### Routing congestion, run 1

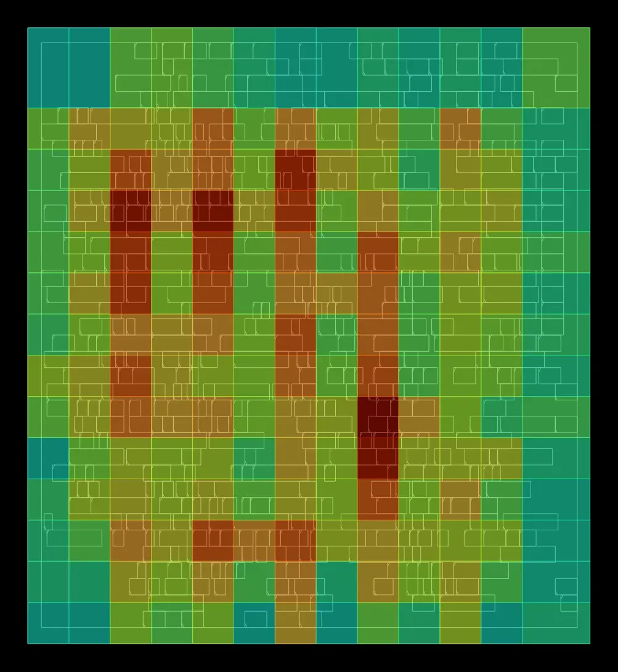
### Wire density map, run 1

Scale bar: 20 um. The die is cut into 19 by 21 equal tiles; dark purple is low, yellow is high, scaled to the fullest tile. Values are wire area over tile area, all layers added.
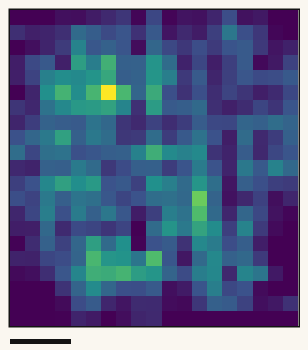
### Cells by drive strength, run 1

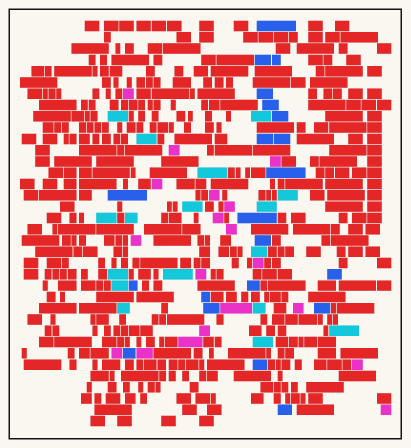
[config.mk]
export PLATFORM = sky130hd
export DESIGN_NAME = sdram_wr_burst
export DESIGN_NICKNAME = d
export VERILOG_FILES = /design/src/rtl/sdram_wr_burst.sv
export SDC_FILE = /design/constraint.sdc
export NUM_CORES = 1
export LEC_CHECK = 0
export CAP_MARGIN = 20
export CORE_ASPECT_RATIO = 1.1
export CORE_MARGIN = 2
export CORE_UTILIZATION = 45
export DETAILED_ROUTE_END_ITERATION = 16
export PLACE_DENSITY_LB_ADDON = 0.08
export SLEW_MARGIN = 0
export SYNTH_ARGS = -nofsm -noshare
export SYNTH_HDL_FRONTEND = slang
export SYNTH_SLANG_ARGS = --single-unit
[constraint.sdc]
create_clock -name sclk -period 2.5 [get_ports sclk]
set_input_delay 0.375 -clock sclk [delete_from_list [all_inputs] [get_ports sclk]]
set_output_delay 0.375 -clock sclk [all_outputs]
set_load 0.005 [all_outputs]
[src/rtl/sdram_wr_burst.sv]
// rtl/sdram_wr_burst.sv - bank-aware multi-burst SDRAM write engine
//
// Moves wr_len bursts of BURST beats from a first-word-fall-through upstream
// into ACT / WRITE / PRE command sequences. Crosses into the next row (and the
// next bank on row wrap) and yields the bus at burst boundaries when the grant
// drops.
//
// Optional feature macro: SDRAM_WR_AUTOPRE_EN
//   defined   : final WRITE of a session carries A10=1; PRE state issues NOP
//   undefined : A10=0 on every WRITE; PRE state issues an explicit PRE
//
// Ports:
//   sclk, srst_n  clock, asynchronous active-low reset
//   wr_trig       job start pulse (sampled in IDLE only)
//   wr_len        number of bursts in the job (0 ignores the trigger)
//   wr_addr       {bank,row,col} start address
//   wr_data       beat data, consumed when wr_data_en is high
//   wr_en         arbiter grant
//   flag_wr_ask   bus request
//   flag_wr_end   one-cycle pulse when the bus is released
//   wr_busy       job in progress
//   wr_data_en    beat pull strobe (combinational from state)
//   sdram_cmd     {cs_n,ras_n,cas_n,we_n}, registered
//   sdram_addr    row / column address, registered
//   sdram_bank    bank address, registered
//   sdram_data    write data, registered, aligned with its beat
module sdram_wr_burst #(
  parameter int DATA_W = 16,
  parameter int ROW_W  = 12,
  parameter int COL_W  = 9,
  parameter int BANK_W = 2,
  parameter int BURST  = 4,
  parameter int LEN_W  = 8,
  parameter int TRCD   = 2,
  parameter int TWR    = 2,
  parameter int TRP    = 2
) (
  input  logic                            sclk,
  input  logic                            srst_n,
  input  logic                            wr_trig,
  input  logic [LEN_W-1:0]                wr_len,
  input  logic [BANK_W+ROW_W+COL_W-1:0]   wr_addr,
  input  logic [DATA_W-1:0]               wr_data,
  input  logic                            wr_en,
  output logic                            flag_wr_ask,
  output logic                            flag_wr_end,
  output logic                            wr_busy,
  output logic                            wr_data_en,
  output logic [3:0]                      sdram_cmd,
  output logic [ROW_W-1:0]                sdram_addr,
  output logic [BANK_W-1:0]               sdram_bank,
  output logic [DATA_W-1:0]               sdram_data
);

  localparam int AW    = BANK_W + ROW_W + COL_W;
  localparam int BW    = $clog2(BURST);
  localparam int CNT_W = 8;

  localparam logic [3:0] CMD_NOP = 4'b0111;
  localparam logic [3:0] CMD_ACT = 4'b0011;
  localparam logic [3:0] CMD_WR  = 4'b0100;
  localparam logic [3:0] CMD_PRE = 4'b0010;

  typedef enum logic [2:0] {
    S_IDLE, S_ASK, S_ACT, S_RCD, S_WR, S_WRREC, S_PRE
  } state_t;

  state_t              state;
  logic [BANK_W-1:0]   bank;
  logic [BANK_W-1:0]   act_bank;   // bank of the open row, kept for PRE after a bank wrap
  logic [ROW_W-1:0]    row;
  logic [COL_W-1:0]    col;
  logic [LEN_W-1:0]    remaining;
  logic [CNT_W-1:0]    cnt;
  logic [BW-1:0]       beat;

  logic [COL_W:0]      col_sum;
  logic [ROW_W:0]      row_sum;
  logic [LEN_W-1:0]    rem_dec;
  logic                row_end;
  logic                last_beat;
  logic                burst_stop;
  logic                end_burst;
  logic [ROW_W-1:0]    write_addr;

  assign col_sum    = {1'b0, col} + (COL_W+1)'(BURST);
  assign row_sum    = {1'b0, row} + 1'b1;
  assign rem_dec    = remaining - 1'b1;
  assign row_end    = col_sum[COL_W];
  assign last_beat  = (beat == BW'(BURST - 1));
  assign burst_stop = (rem_dec == '0) || row_end || !wr_en;

  assign flag_wr_ask = (state == S_ASK);
  assign wr_busy     = (state != S_IDLE);
  assign wr_data_en  = (state == S_WR);

`ifdef SDRAM_WR_AUTOPRE_EN
  // A10 must be known when the WRITE goes out, so the stop decision
  // (including a dropped grant) is taken on beat 0 and held for the burst.
  logic stop_q;
  assign end_burst = stop_q;
`else
  assign end_burst = burst_stop;
`endif

  always_comb begin
    write_addr = '0;
    write_addr[COL_W-1:0] = col;
`ifdef SDRAM_WR_AUTOPRE_EN
    write_addr[10] = burst_stop;
`endif
  end

  always_ff @(posedge sclk or negedge srst_n) begin
    if (!srst_n) begin
      state       <= S_IDLE;
      bank        <= '0;
      act_bank    <= '0;
      row         <= '0;
      col         <= '0;
      remaining   <= '0;
      cnt         <= '0;
      beat        <= '0;
`ifdef SDRAM_WR_AUTOPRE_EN
      stop_q      <= 1'b0;
`endif
      flag_wr_end <= 1'b0;
      sdram_cmd   <= CMD_NOP;
      sdram_addr  <= '0;
      sdram_bank  <= '0;
      sdram_data  <= '0;
    end else begin
      flag_wr_end <= 1'b0;
      sdram_cmd   <= CMD_NOP;
      sdram_addr  <= '0;
      sdram_data  <= wr_data_en ? wr_data : '0;

      case (state)
        S_IDLE: begin
          if (wr_trig && (wr_len != '0)) begin
            bank      <= wr_addr[AW-1 -: BANK_W];
            row       <= wr_addr[COL_W +: ROW_W];
            col       <= wr_addr[COL_W-1:0] & ~COL_W'(BURST - 1);
            remaining <= wr_len;
            state     <= S_ASK;
          end
        end

        S_ASK: begin
          if (wr_en) state <= S_ACT;
        end

        S_ACT: begin
          sdram_cmd  <= CMD_ACT;
          sdram_addr <= row;
          sdram_bank <= bank;
          act_bank   <= bank;
          cnt        <= '0;
          beat       <= '0;
          state      <= (TRCD == 1) ? S_WR : S_RCD;
        end

        S_RCD: begin
          cnt <= cnt + 1'b1;
          if (int'(cnt) + 2 >= TRCD) state <= S_WR;
        end

        S_WR: begin
          if (beat == '0) begin
            sdram_cmd  <= CMD_WR;
            sdram_addr <= write_addr;
            sdram_bank <= bank;
`ifdef SDRAM_WR_AUTOPRE_EN
            stop_q     <= burst_stop;
`endif
          end
          // BURST is a power of two, so the beat counter wraps on its own.
          beat <= beat + 1'b1;
          if (last_beat) begin
            col       <= col_sum[COL_W-1:0];
            remaining <= rem_dec;
            if (row_end) begin
              row <= row_sum[ROW_W-1:0];
              if (row_sum[ROW_W]) bank <= bank + 1'b1;
            end
            if (end_burst) begin
              state <= S_WRREC;
              cnt   <= '0;
            end
          end
        end

        S_WRREC: begin
          cnt <= cnt + 1'b1;
          if (int'(cnt) + 1 >= TWR) begin
            state <= S_PRE;
            cnt   <= '0;
          end
        end

        S_PRE: begin
          if (cnt == '0) begin
`ifndef SDRAM_WR_AUTOPRE_EN
            sdram_cmd <= CMD_PRE;
`endif
            sdram_bank <= act_bank;
          end
          cnt <= cnt + 1'b1;
          if (int'(cnt) + 1 >= TRP) begin
            cnt <= '0;
            if (remaining == '0) begin
              state       <= S_IDLE;
              flag_wr_end <= 1'b1;
            end else if (!wr_en) begin
              state       <= S_ASK;
              flag_wr_end <= 1'b1;
            end else begin
              state <= S_ACT;
            end
          end
        end

        default: state <= S_IDLE;
      endcase
    end
  end

endmodule

==> results.txt, run 1 <==
element type at the critical path end: flip-flop
largest registers: sdram_data x16, row x12, sdram_addr x12
yosys adder share: 0.0342
power group with the largest share: combinational cells
post-synthesis cell type count: 61
global-route wire length before repair: 15600 um
Highest Clock Rate: 0.428 GHz
final-layout non-clock buffer area share: 0.194
number of synthesis warnings: 0
number of setup violations in the final report: 0
multi-input combinational area share: 0.357
library cell with the highest instance count after synthesis: dfrtp_1
Final Cycle Share: 0.934
depth of the worst register-to-register path: 7
final standard cell area without fillers: 5240 um^2
chip area estimate from yosys synthesis: 4020 um^2
overflow left after global routing: 0
register with the highest flop count: sdram_data
critical path arrival: 2.59 ns
final-layout clock-cell area share: 0.0358
startpoint types: flip-flop
sequential fraction of design power: 0.397
number of buffers inserted to repair setup after CTS: 0
cell type contributing the most total cell area after synthesis: dfrtp_1
chip area: 9710 um^2
required time worst endpoint: 2.75 ns
IO Pins: 89
total negative slack for setup checks: 0 ns
Inverters, non-clock: 18
clock buffer count in the final layout: 9
fraction of post-synthesis cell area in the top cell type by area: 0.467
worst hold margin: 0.513 ns
CP Depth: 7
count of input and output buffers: 85
most common logic cells in the final layout: 84 x clkdlybuf4s50_1, 74 x dfrtp_1, 35 x a21oi_1
gr busiest metal: met2
yosys cell count: 422
Post-synth mux share: 0.0302
critical path launch point: cnt[0]$_DFFE_PN0P_
clk ins delay skew pair: 0.36 ns
met3 routed wirelength: 551 um
area post-placement: 5040 um^2
proportion of register bits with asynchronous set or reset after synthesis: 1.00
critical path class: flip-flop to flip-flop
Min-Delay Path Class: flip-flop to flip-flop
effective utilization at floorplan: 0.458
core area: 8780 um^2
worst clock skew: 0.0134 ns
Final Non-Filler Cells: 625
Resized Gates After CTS: 0
fraction of power consumed by the clock network: 0.169
First-pass DRT Iterations: 4
main combinational cell family by area after synthesis: AND-OR/OR-AND gates
simple-gate share of the synthesized area: 0.190
worst hold path cell count: 1
Clock transition at path regs: 0.09 ns
# DRC: 0
number of endpoints with negative hold slack in the final report: 0
Comb. pwr: 2.42 mW
final routed wirelength across all metal layers: 9460 um
met2 WL: 4420 um
number of sinks driven by the clock tree: 78
switching power as a share of total power: 0.398
final period demand of the worst path: 2.33 ns
reg2reg start: cnt[0]$_DFFE_PN0P_
relative contribution of combinational cells to total power: 0.435
Combinational Area: 1870 um^2
layout overhead on the synthesized area: 30.3%
number of antenna violations at the first check in global routing: 0
total of plain and repair buffers excluding clock buffers: 102
row cnt: 36
NetSw: 2.21 mW
total routing usage reported by global routing: 0.204
worst rel slew slack: 0.587
CP endpoint: state[0]$_DFFE_PN0P_
Critical Path Fanout Max: 5
number of hold buffers added after cts: 1
minimum setup slack among reg-to-reg paths: 0.17 ns
slew at the pin closest to its max-slew limit: 0.616 ns
CTS tree: yes
share of post-route cells with drive strength above 1: 0.112
max reg flops: 16
Syn Std Cell Area: 4020 um^2
power in sequential cells: 2.20 mW
well-tap cell count: 114
Setup WS post-layout: 0.166 ns
worst-path cell with the longest stage delay: or4_1
ordered list of cells on the worst path: inv_1 -> ha_1 -> nor2_1 -> o2111ai_1 -> or4_1 -> o211ai_1 -> mux2_2
vias in the first global route: 3277
endpoint of the worst register-to-register path: state[0]$_DFFE_PN0P_
highest ir drop seen on vdd: 0.482 mV
Cell area leaders: dfrtp_1 47%, a21oi_1 4.4%, o21ai_0 3.9%
Clock Path Buffers: 2
most frequent cells after synthesis: 75 x dfrtp_1, 35 x a21oi_1, 31 x o21ai_0
Ant. Diodes: 0
outcome: finished, final reports clean
most used logic cell in the final layout: clkdlybuf4s50_1
power consumption: 5.56 mW
power density of the placed cells: 1060 nW/um^2
Floorplan Nets: 484
height of the chip: 103 um
flip-flop and latch area: 1960 um^2
family with the most delay on the worst path: simple AND/OR/NAND/NOR gates
CTS root buf: clkbuf_8
hold endpoint: sdram_bank[0]$_DFFE_PN0P_
Synth Area in Compound Gates: 0.203
most frequently used flop master after synthesis: dfrtp_1
Fillers: 771
sequential share of the synthesized area: 0.486
Clock Power: 937 uW
total internal power: 3.34 mW
cell class ranked first by area: sequential cells
DRT iter0 DRCs: 133
Notes on 'Routing congestion' above:
met3 track demand over resource in global routing: 0.0409
grt met2 use: 0.326
fin util: 0.597
Routed wire per std cell: 15.1 um

Notes on 'Wire density map' above:
The fullest tile reaches 0.64. The mean over all tiles is 0.16. 11% of the tiles are nearly empty. 8.5% of the tiles are over half the peak.

Notes on 'Cells by drive strength' above:
drive 2: drawn in blue, cells 21, share 4.1%. drive 3 to 4: drawn in magenta, cells 19, share 3.7%. drive 6 and up: drawn in cyan, cells 17, share 3.3%. drive 1 or less: drawn in red, cells 454, share 89%.

--- run 2 (diff from run 1) ---
--- a/config.mk
+++ b/config.mk
@@ -10,4 +10,5 @@
 export CORE_MARGIN = 2
 export CORE_UTILIZATION = 45
+export CTS_CLUSTER_DIAMETER = 150
 export DETAILED_ROUTE_END_ITERATION = 16
 export PLACE_DENSITY_LB_ADDON = 0.08
==> constraint.sdc (replaced) <==
create_clock -name sclk -period 2.5 [get_ports sclk]
set_input_delay 0.375 -clock sclk [delete_from_list [all_inputs] [get_ports sclk]]
set_output_delay 0.375 -clock sclk [all_outputs]
set_load 0.05 [all_outputs]
### Wire density map, run 2

Scale bar: 20 um. The die is cut into 19 by 21 equal tiles; dark purple is low, yellow is high, scaled to the fullest tile. Values are wire area over tile area, all layers added.
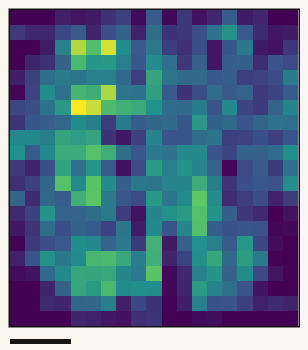
9.3% of the tiles are nearly empty. The mean over all tiles is 0.16. The fullest tile reaches 0.52.

==> run 2 against run 1 <==
Utilization is 0.71 points higher. Design area is 1.2% higher. Via count is 1.5% lower. Wire length is 0.13% higher. Synthesized cell count stayed put. Sequential share of layout area is 0.46 points lower. Power is 15% higher. Non-clock buffer count is 1 higher. Synthesized area stayed put. Critical path type unchanged. Critical endpoint unchanged.
==> results.txt, run 2 <==
proportion of register bits with asynchronous set or reset after synthesis: 1.00
clock buffer count in the final layout: 9
critical path arrival: 2.57 ns
area post-placement: 5070 um^2
CTS root buf: clkbuf_8
library cell with the highest instance count after synthesis: dfrtp_1
worst clock skew: 0.0140 ns
core area: 8780 um^2
# DRC: 0
depth of the worst register-to-register path: 7
number of synthesis warnings: 0
power consumption: 6.40 mW
slew at the pin closest to its max-slew limit: 0.664 ns
layout overhead on the synthesized area: 31.9%
highest ir drop seen on vdd: 0.712 mV
sequential fraction of design power: 0.342
fraction of power consumed by the clock network: 0.170
Min-Delay Path Class: input port to asynchronous set/reset pin
Critical Path Fanout Max: 5
CP endpoint: state[0]$_DFFE_PN0P_
final-layout non-clock buffer area share: 0.196
most used logic cell in the final layout: clkdlybuf4s50_1
Ant. Diodes: 0
Syn Std Cell Area: 4020 um^2
yosys adder share: 0.0342
share of post-route cells with drive strength above 1: 0.119
cell class ranked first by area: sequential cells
Clock Power: 1.09 mW
clk ins delay skew pair: 0.36 ns
effective utilization at floorplan: 0.458
gr busiest metal: met2
simple-gate share of the synthesized area: 0.190
multi-input combinational area share: 0.353
met2 WL: 4440 um
met3 routed wirelength: 496 um
number of setup violations in the final report: 0
number of antenna violations at the first check in global routing: 0
Resized Gates After CTS: 0
final period demand of the worst path: 2.33 ns
Fillers: 766
total of plain and repair buffers excluding clock buffers: 103
power group with the largest share: combinational cells
yosys cell count: 422
Cell area leaders: dfrtp_1 47%, a21oi_1 4.4%, o21ai_0 3.9%
power density of the placed cells: 1210 nW/um^2
count of input and output buffers: 85
outcome: finished, final reports clean
grt met2 use: 0.332
critical path class: flip-flop to flip-flop
height of the chip: 103 um
reg2reg start: cnt[0]$_DFFE_PN0P_
DRT iter0 DRCs: 121
worst hold margin: 0.0417 ns
Clock transition at path regs: 0.09 ns
sequential share of the synthesized area: 0.486
most frequent cells after synthesis: 75 x dfrtp_1, 35 x a21oi_1, 31 x o21ai_0
worst rel slew slack: 0.558
First-pass DRT Iterations: 4
relative contribution of combinational cells to total power: 0.488
fraction of post-synthesis cell area in the top cell type by area: 0.467
number of sinks driven by the clock tree: 78
### Routing congestion, run 2

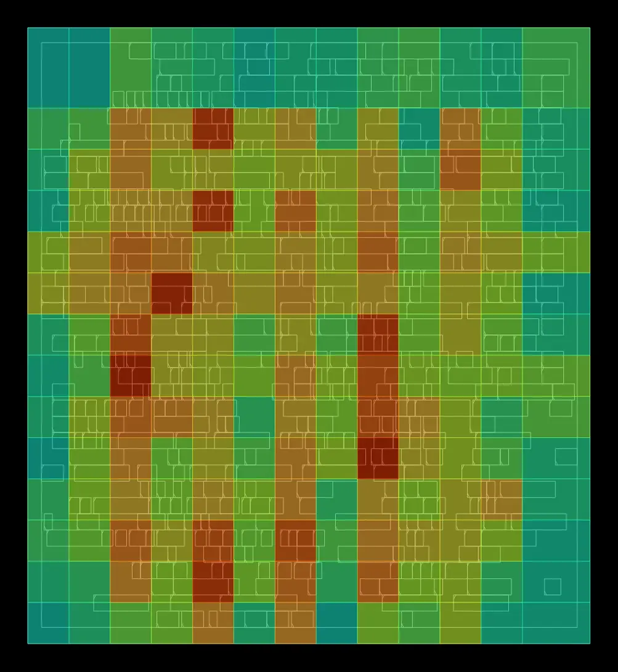
fin util: 0.604
Routed wire per std cell: 15.1 um
met1 track utilization from global routing: 0.284

--- run 3 (diff from run 2) ---
- PLACE_DENSITY_LB_ADDON: 0.08 -> 0.25
### Placement by cell class, run 3

Scale bar: 20 um.
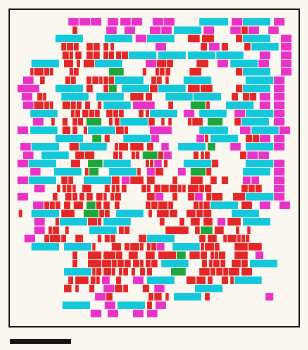
all other logic: drawn in red, cells 315. flops: drawn in cyan, cells 78. other buffers and delay cells: drawn in magenta, cells 101. clock drivers and dummy loads: drawn in green, cells 16.

==> run 3 against run 2 <==
The flow now finishes with violations (negative hold slack). Clock power fell by about 20%. Register-to-register slack barely moved. Clock skew fell by 0.0025 ns. Via count rose by 1.0%. Sequential share of layout area rose by 0.59 points. Combinational power fell by 2%. Global-route usage rose by 0.47 points. Non-clock buffer count fell by 2. Highest routed layer unchanged.
==> results.txt, run 3 <==
outcome: finished, violations left
failing checks: negative hold slack
minimum setup slack among reg-to-reg paths: 0.17 ns
family with the most delay on the worst path: simple AND/OR/NAND/NOR gates
Resized Gates After CTS: 0
simple-gate share of the synthesized area: 0.190
main combinational cell family by area after synthesis: AND-OR/OR-AND gates
number of setup violations in the final report: 0
worst rel slew slack: 0.568
highest ir drop seen on vdd: 0.794 mV
Final Cycle Share: 0.931
Highest Clock Rate: 0.430 GHz
share of post-route cells with drive strength above 1: 0.116
critical path launch point: cnt[0]$_DFFE_PN0P_
met3 routed wirelength: 498 um
power in sequential cells: 2.20 mW
CP endpoint: state[0]$_DFFE_PN0P_
final period demand of the worst path: 2.33 ns
overflow left after global routing: 0
number of antenna violations at the first check in global routing: 0
grt met2 use: 0.343
Final Non-Filler Cells: 624
slew at the pin closest to its max-slew limit: 0.644 ns
NetSw: 2.83 mW
critical path class: flip-flop to flip-flop
Post-synth mux share: 0.0302
most common logic cells in the final layout: 81 x clkdlybuf4s50_1, 75 x dfrtp_1, 35 x a21oi_1
number of synthesis warnings: 0
library cell with the highest instance count after synthesis: dfrtp_1
Comb. pwr: 3.06 mW
depth of the worst register-to-register path: 7
CTS root buf: clkbuf_8
Clock Power: 898 uW
Clock Path Buffers: 2
WL met1: 4340 um
routability congestion estimate: 0.833
fraction of power consumed by the clock network: 0.146
CP Depth: 7
Synth Area in Compound Gates: 0.203
yosys adder share: 0.0342
number of hold buffers added after cts: 0
Combinational Area: 1870 um^2
worst-path cell with the longest stage delay: or4_1
largest registers: sdram_data x16, row x12, sdram_addr x12
number of buffers inserted to repair setup after CTS: 0
chip area estimate from yosys synthesis: 4020 um^2
fraction of post-synthesis cell area in the top cell type by area: 0.467
total of plain and repair buffers excluding clock buffers: 101
Floorplan Nets: 484
Inverters, non-clock: 18
final-layout clock-cell area share: 0.0355
final routed wirelength across all metal layers: 9610 um
most used logic cell in the final layout: clkdlybuf4s50_1
multi-input combinational area share: 0.358
count of input and output buffers: 85
startpoint types: flip-flop
final-layout non-clock buffer area share: 0.191
DRT iter0 DRCs: 195
global-route wire length before repair: 16000 um
total negative slack for setup checks: 0 ns
Critical Path Fanout Max: 5
IO Pins: 89
Routed wire per std cell: 15.4 um
reg2reg start: cnt[0]$_DFFE_PN0P_
Syn Std Cell Area: 4020 um^2
CTS tree: yes
row cnt: 36
sequential share of the synthesized area: 0.486
power group with the largest share: combinational cells
height of the chip: 103 um
Min-Delay Path Class: input port to asynchronous set/reset pin
well-tap cell count: 114
sequential fraction of design power: 0.357
met3 track demand over resource in global routing: 0.0424
effective utilization at floorplan: 0.458
total routing usage reported by global routing: 0.211
number of endpoints with negative hold slack in the final report: 12
register with the highest flop count: sdram_data
vias in the first global route: 3342
yosys cell count: 422
final standard cell area without fillers: 5220 um^2
clk ins delay skew pair: 0.36 ns
most frequently used flop master after synthesis: dfrtp_1
# DRC: 0
switching power as a share of total power: 0.459
Fillers: 755
fin util: 0.594
chip area: 9710 um^2
total internal power: 3.33 mW
cell type contributing the most total cell area after synthesis: dfrtp_1
worst hold margin: -0.00733 ns
met2 WL: 4620 um
power consumption: 6.15 mW
ordered list of cells on the worst path: inv_1 -> ha_1 -> nor2_1 -> o2111ai_1 -> or4_1 -> o211ai_1 -> mux2_2
max reg flops: 16
Setup WS post-layout: 0.174 ns
required time worst endpoint: 2.75 ns
critical path arrival: 2.57 ns
worst clock skew: 0.0115 ns
clock buffer count in the final layout: 9
most frequent cells after synthesis: 75 x dfrtp_1, 35 x a21oi_1, 31 x o21ai_0
area post-placement: 5030 um^2
Ant. Diodes: 0
layout overhead on the synthesized area: 29.8%
post-synthesis cell type count: 61
relative contribution of combinational cells to total power: 0.497
endpoint of the worst register-to-register path: state[0]$_DFFE_PN0P_
core area: 8780 um^2
Cell area leaders: dfrtp_1 47%, a21oi_1 4.4%, o21ai_0 3.9%
First-pass DRT Iterations: 5
gr busiest metal: met2
met1 track utilization from global routing: 0.281
### Cells by drive strength, run 3

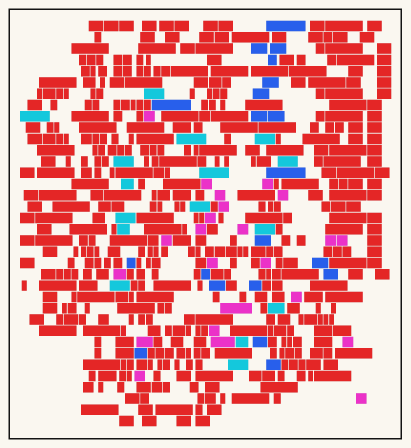
drive 1 or less: drawn in red, cells 451, share 88%. drive 2: drawn in blue, cells 20, share 3.9%. drive 6 and up: drawn in cyan, cells 16, share 3.1%. drive 3 to 4: drawn in magenta, cells 23, share 4.5%.

Power and IR drop assume default switching activity.
